### Clock wiring as the flow saved it

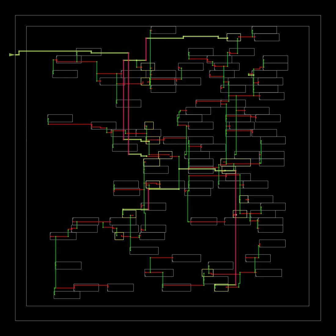
### Pin placement

Scale: 3 px per um. Pins as bars across the die edge, other pins in grey.
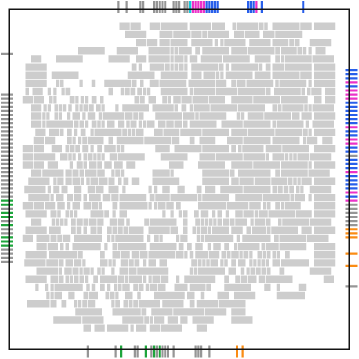
### Metal layers overlaid

Scale: 2 px per um. Two of the layers only.
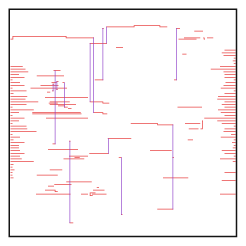
### M4 wires

Scale: 3 px per um.
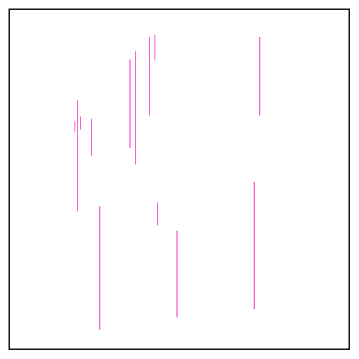
==> config.mk <==
export PLATFORM = sky130hd
export DESIGN_NAME = sdram_arbiter_flat
export DESIGN_NICKNAME = d
export VERILOG_FILES = /design/src/rtl/sdram_arbiter_if.sv /design/src/rtl/sdram_arbiter.sv /design/src/flat_wrapper.sv
export SDC_FILE = /design/constraint.sdc
export NUM_CORES = 1
export LEC_CHECK = 0
export ABC_AREA = 1
export CORE_MARGIN = 4
export CORE_UTILIZATION = 43
export CTS_CLUSTER_DIAMETER = 60
export DETAILED_ROUTE_END_ITERATION = 10
export PLACE_DENSITY = 0.79
export SKIP_CTS_REPAIR_TIMING = 1
export SYNTH_ARGS = -nofsm -noshare
export SYNTH_HDL_FRONTEND = slang
export SYNTH_SLANG_ARGS = --single-unit
==> constraint.sdc <==
create_clock -name i_clk -period 2 [get_ports i_clk]
set_clock_uncertainty 0.2 [all_clocks]
set_input_delay 0.4 -clock i_clk [delete_from_list [all_inputs] [get_ports i_clk]]
set_output_delay 0.4 -clock i_clk [all_outputs]
set_load 0.1 [all_outputs]
==> src/rtl/sdram_arbiter_if.sv <==
// -----------------------------------------------------------------------------
// sdram_arbiter_if
// Purpose : Bundles every signal between sdram_arbiter, its upstream clients
//           (video queue, cache controller) and the downstream SDRAM_16bit
//           command port. It also carries a small debug group that exposes
//           the arbiter's FSM state, beat counter and framebuffer pointer,
//           plus a pointer preload hook.
// Modports: slave  - the arbiter side (requests, ack and beats in; cmd/addr out)
//           master - the environment side (drives requests, ack and beats)
// Handshake semantics (the only flow-control contract on this port):
//   A command is offered by holding sys_cmd != 00 with a stable sys_addr. It is
//   accepted in the cycle where sys_cmd_ack equals sys_cmd. After that, data
//   moves one 16-bit beat per cycle in which sys_rd_data_valid (reads) or
//   sys_wr_data_valid (writes) is high; the arbiter never back-pressures a beat.
// Signals:
//   vq_almost_empty, vid_restart      video refill request / frame resync pulse
//   cache_wr_req, cache_rd_req        cache write-back / line-fill requests
//   cache_waddr, cache_raddr [11:0]   cache line addresses (256-byte units)
//   sys_cmd [1:0], sys_addr [17:0]    command and word address to the controller
//   sys_cmd_ack [1:0]                 controller echo of the accepted command
//   sys_rd_data_valid, sys_dout[15:0] read beat strobe and data
//   sys_wr_data_valid                 write beat consumed by the controller
//   vq_data [31:0], vq_wr             packed video word and its write strobe
//   cache_fill_we, cache_drain_re     beat strobes steered to the cache
//   dbg_ptr_ld, dbg_ptr_val [11:0]    framebuffer pointer preload (IDLE only)
//   dbg_state [1:0], dbg_vid_ptr, dbg_beat  observation of internal state
// -----------------------------------------------------------------------------
interface sdram_arbiter_if;
    logic        vq_almost_empty;
    logic        vid_restart;
    logic        cache_wr_req;
    logic        cache_rd_req;
    logic [11:0] cache_waddr;
    logic [11:0] cache_raddr;
    logic [1:0]  sys_cmd;
    logic [17:0] sys_addr;
    logic [1:0]  sys_cmd_ack;
    logic        sys_rd_data_valid;
    logic        sys_wr_data_valid;
    logic [15:0] sys_dout;
    logic [31:0] vq_data;
    logic        vq_wr;
    logic        cache_fill_we;
    logic        cache_drain_re;
    logic        dbg_ptr_ld;
    logic [11:0] dbg_ptr_val;
    logic [1:0]  dbg_state;
    logic [11:0] dbg_vid_ptr;
    logic [6:0]  dbg_beat;

    modport slave (
        input  vq_almost_empty, vid_restart, cache_wr_req, cache_rd_req,
               cache_waddr, cache_raddr, sys_cmd_ack, sys_rd_data_valid,
               sys_wr_data_valid, sys_dout, dbg_ptr_ld, dbg_ptr_val,
        output sys_cmd, sys_addr, vq_data, vq_wr, cache_fill_we, cache_drain_re,
               dbg_state, dbg_vid_ptr, dbg_beat
    );

    modport master (
        output vq_almost_empty, vid_restart, cache_wr_req, cache_rd_req,
               cache_waddr, cache_raddr, sys_cmd_ack, sys_rd_data_valid,
               sys_wr_data_valid, sys_dout, dbg_ptr_ld, dbg_ptr_val,
        input  sys_cmd, sys_addr, vq_data, vq_wr, cache_fill_we, cache_drain_re,
               dbg_state, dbg_vid_ptr, dbg_beat
    );
endinterface

==> src/rtl/sdram_arbiter.sv <==
// -----------------------------------------------------------------------------
// sdram_arbiter
// Purpose : Shares the SDRAM_16bit command port between the video refill path
//           and the cache controller. Priority is video refill, then cache
//           write-back, then cache line fill. Builds the SDRAM word address
//           (including a wrapping framebuffer pointer) and steers read beats
//           either to the video queue (packed 2x16 -> 32) or to the cache.
//           Exactly one command is outstanding: IDLE -> REQ -> XFER -> IDLE.
// Ports   : i_clk   - SDRAM clock, all logic on the rising edge
//           i_rst_n - asynchronous active-low reset
//           bus     - sdram_arbiter_if.slave (see interface header for signals)
// Config  : define ARB_FAIR_EN to bound consecutive video grants (FAIR_LIMIT)
//           while the cache is waiting; undefined gives strict priority.
// -----------------------------------------------------------------------------
module sdram_arbiter #(
    parameter int          VID_BURSTS   = 3072,
    parameter logic [14:0] VID_BASE_BLK = 15'h6FF8,
    parameter int          VID_BEATS    = 16,
    parameter int          CACHE_BEATS  = 128,
    parameter int          FAIR_LIMIT   = 8
) (
    input  logic            i_clk,
    input  logic            i_rst_n,
    sdram_arbiter_if.slave  bus
);

    typedef enum logic [1:0] {
        ST_IDLE = 2'd0,
        ST_REQ  = 2'd1,
        ST_XFER = 2'd2
    } state_t;

    localparam logic [1:0] CMD_NOP   = 2'b00;
    localparam logic [1:0] CMD_WR256 = 2'b01;
    localparam logic [1:0] CMD_RD32  = 2'b10;
    localparam logic [1:0] CMD_RD256 = 2'b11;

    state_t      r_state;
    logic [1:0]  r_sys_cmd;
    logic [17:0] r_sys_addr;
    logic [1:0]  r_owner;        // command being transferred, kept after sys_cmd drops
    logic [11:0] r_vid_ptr;
    logic [6:0]  r_beat;
    logic [15:0] r_lo;           // first beat of the current video pair
    logic [31:0] r_vq_data;
    logic        r_vq_wr;
    logic        r_restart_pend;

    logic [11:0] w_ptr_eff;
    logic [14:0] w_vid_blk;
    logic        w_cache_wait;
    logic        w_fair_force;
    logic [1:0]  w_grant;
    logic        w_beat_valid;
    logic        w_last_beat;
    logic [11:0] w_ptr_next;

    // The pointer the IDLE grant will use: a preload or pending restart takes
    // effect before arbitration in the same cycle.
    assign w_ptr_eff = bus.dbg_ptr_ld ? bus.dbg_ptr_val :
                       (r_restart_pend ? 12'd0 : r_vid_ptr);

    // Inverting the upper pointer bits lays the frame out top-down from the base.
    assign w_vid_blk = VID_BASE_BLK + {3'b000, ~w_ptr_eff[11:2], w_ptr_eff[1:0]};

    assign w_cache_wait = bus.cache_wr_req | bus.cache_rd_req;

`ifdef ARB_FAIR_EN
    logic [3:0] r_fair_cnt;
    assign w_fair_force = (r_fair_cnt >= 4'(FAIR_LIMIT)) && w_cache_wait;
`else
    assign w_fair_force = 1'b0;
`endif

    always_comb begin
        w_grant = CMD_NOP;
        if (bus.vq_almost_empty && !w_fair_force) begin
            w_grant = CMD_RD32;
        end else if (bus.cache_wr_req) begin
            w_grant = CMD_WR256;
        end else if (bus.cache_rd_req) begin
            w_grant = CMD_RD256;
        end
    end

    assign w_beat_valid = (r_owner == CMD_WR256) ? bus.sys_wr_data_valid
                                                  : bus.sys_rd_data_valid;
    assign w_last_beat  = (r_owner == CMD_RD32) ? (r_beat == 7'(VID_BEATS - 1))
                                                : (r_beat == 7'(CACHE_BEATS - 1));
    assign w_ptr_next   = (r_vid_ptr == 12'(VID_BURSTS - 1)) ? 12'd0 : r_vid_ptr + 12'd1;

    always_ff @(posedge i_clk or negedge i_rst_n) begin
        if (!i_rst_n) begin
            r_state        <= ST_IDLE;
            r_sys_cmd      <= CMD_NOP;
            r_sys_addr     <= '0;
            r_owner        <= CMD_NOP;
            r_vid_ptr      <= '0;
            r_beat         <= '0;
            r_lo           <= '0;
            r_vq_data      <= '0;
            r_vq_wr        <= 1'b0;
            r_restart_pend <= 1'b0;
`ifdef ARB_FAIR_EN
            r_fair_cnt     <= '0;
`endif
        end else begin
            r_vq_wr <= 1'b0;
            case (r_state)
                ST_IDLE: begin
                    r_vid_ptr      <= w_ptr_eff;
                    r_restart_pend <= 1'b0;
                    if (w_grant != CMD_NOP) begin
                        r_sys_cmd <= w_grant;
                        r_owner   <= w_grant;
                        r_state   <= ST_REQ;
                        case (w_grant)
                            CMD_RD32:  r_sys_addr <= {w_vid_blk, 3'b000};
                            CMD_WR256: r_sys_addr <= {bus.cache_waddr, 6'b0};
                            default:   r_sys_addr <= {bus.cache_raddr, 6'b0};
                        endcase
`ifdef ARB_FAIR_EN
                        // Only unbroken runs of video grants against a waiting cache count.
                        if (w_grant == CMD_RD32) begin
                            r_fair_cnt <= w_cache_wait ? r_fair_cnt + 4'd1 : 4'd0;
                        end else begin
                            r_fair_cnt <= 4'd0;
                        end
`endif
                    end
                end
                ST_REQ: begin
                    // Any other ack value belongs to nobody here and is ignored.
                    if (bus.sys_cmd_ack == r_sys_cmd) begin
                        r_sys_cmd <= CMD_NOP;
                        r_beat    <= '0;
                        r_state   <= ST_XFER;
                        if (r_owner == CMD_RD32) begin
                            r_vid_ptr <= w_ptr_next;
                        end
                    end
                end
                ST_XFER: begin
                    if (w_beat_valid) begin
                        r_beat <= r_beat + 7'd1;
                        if (r_owner == CMD_RD32) begin
                            // Beat counter is 0-based: even count = first of a pair.
                            if (!r_beat[0]) begin
                                r_lo <= bus.sys_dout;
                            end else begin
                                r_vq_data <= {bus.sys_dout, r_lo};
                                r_vq_wr   <= 1'b1;
                            end
                        end
                        if (w_last_beat) begin
                            r_state <= ST_IDLE;
                        end
                    end
                end
                default: r_state <= ST_IDLE;
            endcase
            // A pulse seen in IDLE is kept for the next IDLE visit.
            if (bus.vid_restart) begin
                r_restart_pend <= 1'b1;
            end
        end
    end

    assign bus.sys_cmd        = r_sys_cmd;
    assign bus.sys_addr       = r_sys_addr;
    assign bus.vq_data        = r_vq_data;
    assign bus.vq_wr          = r_vq_wr;
    assign bus.cache_fill_we  = (r_state == ST_XFER) && (r_owner == CMD_RD256) &&
                                bus.sys_rd_data_valid;
    assign bus.cache_drain_re = (r_state == ST_XFER) && (r_owner == CMD_WR256) &&
                                bus.sys_wr_data_valid;
    assign bus.dbg_state      = r_state;
    assign bus.dbg_vid_ptr    = r_vid_ptr;
    assign bus.dbg_beat       = r_beat;

endmodule
==> src/flat_wrapper.sv <==
// flat-port wrapper written by rule: the top's interface ports become plain ports
module sdram_arbiter_flat 
#(
    parameter int          VID_BURSTS   = 3072,
    parameter logic [14:0] VID_BASE_BLK = 15'h6FF8,
    parameter int          VID_BEATS    = 16,
    parameter int          CACHE_BEATS  = 128,
    parameter int          FAIR_LIMIT   = 8
)
  (i_clk, i_rst_n, bus_vq_almost_empty, bus_vid_restart, bus_cache_wr_req, bus_cache_rd_req, bus_cache_waddr, bus_cache_raddr, bus_sys_cmd_ack, bus_sys_rd_data_valid, bus_sys_wr_data_valid, bus_sys_dout, bus_dbg_ptr_ld, bus_dbg_ptr_val, bus_sys_cmd, bus_sys_addr, bus_vq_data, bus_vq_wr, bus_cache_fill_we, bus_cache_drain_re, bus_dbg_state, bus_dbg_vid_ptr, bus_dbg_beat);
  sdram_arbiter_if bus_i ();
  input  logic i_clk;
  input  logic i_rst_n;
  input wire logic [$bits(bus_i.vq_almost_empty)-1:0] bus_vq_almost_empty;
  input wire logic [$bits(bus_i.vid_restart)-1:0] bus_vid_restart;
  input wire logic [$bits(bus_i.cache_wr_req)-1:0] bus_cache_wr_req;
  input wire logic [$bits(bus_i.cache_rd_req)-1:0] bus_cache_rd_req;
  input wire logic [$bits(bus_i.cache_waddr)-1:0] bus_cache_waddr;
  input wire logic [$bits(bus_i.cache_raddr)-1:0] bus_cache_raddr;
  input wire logic [$bits(bus_i.sys_cmd_ack)-1:0] bus_sys_cmd_ack;
  input wire logic [$bits(bus_i.sys_rd_data_valid)-1:0] bus_sys_rd_data_valid;
  input wire logic [$bits(bus_i.sys_wr_data_valid)-1:0] bus_sys_wr_data_valid;
  input wire logic [$bits(bus_i.sys_dout)-1:0] bus_sys_dout;
  input wire logic [$bits(bus_i.dbg_ptr_ld)-1:0] bus_dbg_ptr_ld;
  input wire logic [$bits(bus_i.dbg_ptr_val)-1:0] bus_dbg_ptr_val;
  output wire logic [$bits(bus_i.sys_cmd)-1:0] bus_sys_cmd;
  output wire logic [$bits(bus_i.sys_addr)-1:0] bus_sys_addr;
  output wire logic [$bits(bus_i.vq_data)-1:0] bus_vq_data;
  output wire logic [$bits(bus_i.vq_wr)-1:0] bus_vq_wr;
  output wire logic [$bits(bus_i.cache_fill_we)-1:0] bus_cache_fill_we;
  output wire logic [$bits(bus_i.cache_drain_re)-1:0] bus_cache_drain_re;
  output wire logic [$bits(bus_i.dbg_state)-1:0] bus_dbg_state;
  output wire logic [$bits(bus_i.dbg_vid_ptr)-1:0] bus_dbg_vid_ptr;
  output wire logic [$bits(bus_i.dbg_beat)-1:0] bus_dbg_beat;
  assign bus_i.vq_almost_empty = bus_vq_almost_empty;
  assign bus_i.vid_restart = bus_vid_restart;
  assign bus_i.cache_wr_req = bus_cache_wr_req;
  assign bus_i.cache_rd_req = bus_cache_rd_req;
  assign bus_i.cache_waddr = bus_cache_waddr;
  assign bus_i.cache_raddr = bus_cache_raddr;
  assign bus_i.sys_cmd_ack = bus_sys_cmd_ack;
  assign bus_i.sys_rd_data_valid = bus_sys_rd_data_valid;
  assign bus_i.sys_wr_data_valid = bus_sys_wr_data_valid;
  assign bus_i.sys_dout = bus_sys_dout;
  assign bus_i.dbg_ptr_ld = bus_dbg_ptr_ld;
  assign bus_i.dbg_ptr_val = bus_dbg_ptr_val;
  assign bus_sys_cmd = bus_i.sys_cmd;
  assign bus_sys_addr = bus_i.sys_addr;
  assign bus_vq_data = bus_i.vq_data;
  assign bus_vq_wr = bus_i.vq_wr;
  assign bus_cache_fill_we = bus_i.cache_fill_we;
  assign bus_cache_drain_re = bus_i.cache_drain_re;
  assign bus_dbg_state = bus_i.dbg_state;
  assign bus_dbg_vid_ptr = bus_i.dbg_vid_ptr;
  assign bus_dbg_beat = bus_i.dbg_beat;
  sdram_arbiter #(.VID_BURSTS(VID_BURSTS), .VID_BASE_BLK(VID_BASE_BLK), .VID_BEATS(VID_BEATS), .CACHE_BEATS(CACHE_BEATS), .FAIR_LIMIT(FAIR_LIMIT)) u_core (.i_clk(i_clk), .i_rst_n(i_rst_n), .bus(bus_i));
endmodule
==> results_dict.tcl <==
# yosys + openroad results
set metrics [dict create \
    path_max_fanout 7 \
    ff_type "dfrtp_1" \
    synth_top_cell_by_area "dfrtp_1" \
    hold_class "input pin to async pin" \
    final_max_slew_viol_count 0 \
    finalHoldViolations 0 \
    fp-row-count 38 \
    grt_max_degree 50 \
    antenna_cells 0 \
    p_leak_uw 0.003754 \
    edf_count 0 \
    antenna_left 0 \
    violations "negative setup slack" \
    cts_tree "built" \
    cts_buffer_depth 2 \
    cts_max_level 3 \
    grt-ovfl-total 0 \
    drcViolationCount 0 \
    grt_usage 0.2249 \
    setup_viol 34 \
    dp.cells 880 \
    min_period_over_period 1.094 \
    synth.avg_cell_area_sq_um 8.237 \
    highest_layer "met4" \
    hpwl_um 11130 \
    top_area_frac 0.4763 \
    syn_to_final_growth_pct 70.23 \
    hold_ws_ns 0.3028 \
    worst_slack_ns -0.1887 \
    met2_length_um 7810 \
    ys_seq_share 0.4763 \
    clockRootBuffer "clkbuf_8" \
    io-pin-count 139 \
    fp_util 0.4381 \
    lay_top_cells "nand2_1 (122), buf_12 (78), dfrtp_1 (72)" \
    crit_type "flop to flop" \
    status "complete, but fails checks" \
    met1_usage 0.2869 \
    via_per_inst 5.227 \
]
Back to the opening pictures, 'Clock wiring as the flow saved it':
Clock buffer cells: 9
P_clk: 1350 uW
Late-Pin Clk Latency: 0.38 ns

Back to the opening pictures, 'Pin placement':
colour	port	pins	direction	edge
magenta	bus_sys_dout	16	input	10 right, 6 top
orange	bus_dbg_beat	7	output	5 right, 2 bottom
green	bus_dbg_ptr_val	12	input	8 left, 4 bottom
cyan	bus_cache_rd_req	1	input	top
blue	bus_vq_data	32	output	22 right, 10 top
all pins by edge	45 right, 43 left, 31 top, 20 bottom
I/O Buffers: 135
die height: 112.9 um
die width: 112.9 um

Back to the opening pictures, 'Metal layers overlaid':
colour	layer	wire length
purple	M4	302 um
red	M3	977 um
via count: 4814
Detailed Route WL: 15240 um

Back to the opening pictures, 'M4 wires':
longest straight run	42.2 um
main direction	vertical
nets with wire on the layer	10
wire length on this layer	302 um
share of all routed wire	2.0%

[stage by stage]
| stage | power, uW | area (sq um) | setup WS, ns |
|---|---|---|---|
| after floorplan | 8429 | 4892 | -0.4189 |
| after global placement | 11760 | 7463 | -0.3897 |
| after detailed placement | 11960 | 7463 | -0.5200 |
| after CTS | 13340 | 7680 | -0.3137 |
| after global routing | 14060 | 8049 | -0.2907 |
| final | 13470 | 8049 | -0.1887 |
[sequential cells by signal (all words and copies together), names as in the netlist]
register                count
u_core.bus.vq_data         32
u_core.r_lo                16
u_core.bus.sys_addr        15
u_core.bus.dbg_vid_ptr     12
u_core.bus.dbg_beat         7
u_core.bus.dbg_state        2
u_core.bus.sys_cmd          2
u_core.r_owner              2
u_core.bus.vq_wr            1
u_core.r_restart_pend       1
[cells in the mapped netlist (all sizes together), types with 2 or more instances]
| cell type | n |
|---|---|
| nand2 | 138 |
| dfrtp | 90 |
| inv | 62 |
| nor2 | 58 |
| o21ai | 52 |
| a21oi | 45 |
| nand3 | 33 |
| buf | 17 |
| mux2 | 16 |
| clkbuf | 11 |
| nand4 | 11 |
| ha | 10 |
| a22oi | 8 |
| nor3 | 5 |
| a221oi | 3 |
| xnor2 | 3 |
| a31oi | 2 |
[final cells by class]
type | count | area, sq um
Timing Repair Buffer | 217 | 2851
Clock inverter | 7 | 92.59
Multi-Input combinational cell | 396 | 2282
Clock buffer | 9 | 123.9
Fill cell | 693 | 2744
Sequential cell | 90 | 2285
Tap cell | 140 | 175.2
Inverter | 62 | 239.0
[worst paths after layout]
| path | end | depth (start not counted) | slack (ns) |
|---|---|---|---|
| max in group asynchronous | u_core.bus.vq_data[26]$_DFFE_PN0P_ | 3 | 0.69 |
| worst min-delay path | u_core.bus.dbg_vid_ptr[10]$_DFFE_PN0P_ | 2 | 0.30 |
| worst max register to register | u_core.bus.vq_data[23]$_DFFE_PN0P_ | 10 | -0.19 |
| min in group i_clk | u_core.r_lo[8]$_DFFE_PN0P_ | 2 | 0.30 |
| worst max-delay path | u_core.bus.vq_data[23]$_DFFE_PN0P_ | 10 | -0.19 |
| worst min register to register | u_core.r_lo[8]$_DFFE_PN0P_ | 2 | 0.30 |
[critical path, stage by stage, from the launching register on]
cell     delay [ns]
dfrtp_4        0.51
inv_4          0.08
ha_4           0.17
nand2_4        0.06
buf_4          0.14
nor4_4         0.26
buf_6          0.19
buf_8          0.15
buf_6          0.13
nor2_1         0.05
a21oi_1        0.16
[kinds of logic (layout without fill, tap and decap cells)]
| family | after synthesis | in the layout | synth area share |
|---|---|---|---|
| compound gates | 114 | 114 | 0.1299 |
| mux | 16 | 16 | 0.03810 |
| other cells | 1 | 3 | 0.0007931 |
| simple gates | 249 | 249 | 0.2397 |
| fa+ha+maj | 10 | 10 | 0.02646 |
| flops | 90 | 90 | 0.4763 |
| xor+xnor | 4 | 4 | 0.007411 |
| buf+inv | 90 | 295 | 0.08124 |
[where the power goes]
part           total (uW)  internal, uW  switching [uW]  leakage (uW)
sequential           3420          2510             902       0.00114
clock                1350           612             739      0.000109
combinational        8700          3190            5510       0.00250
Power and IR drop assume default switching activity.
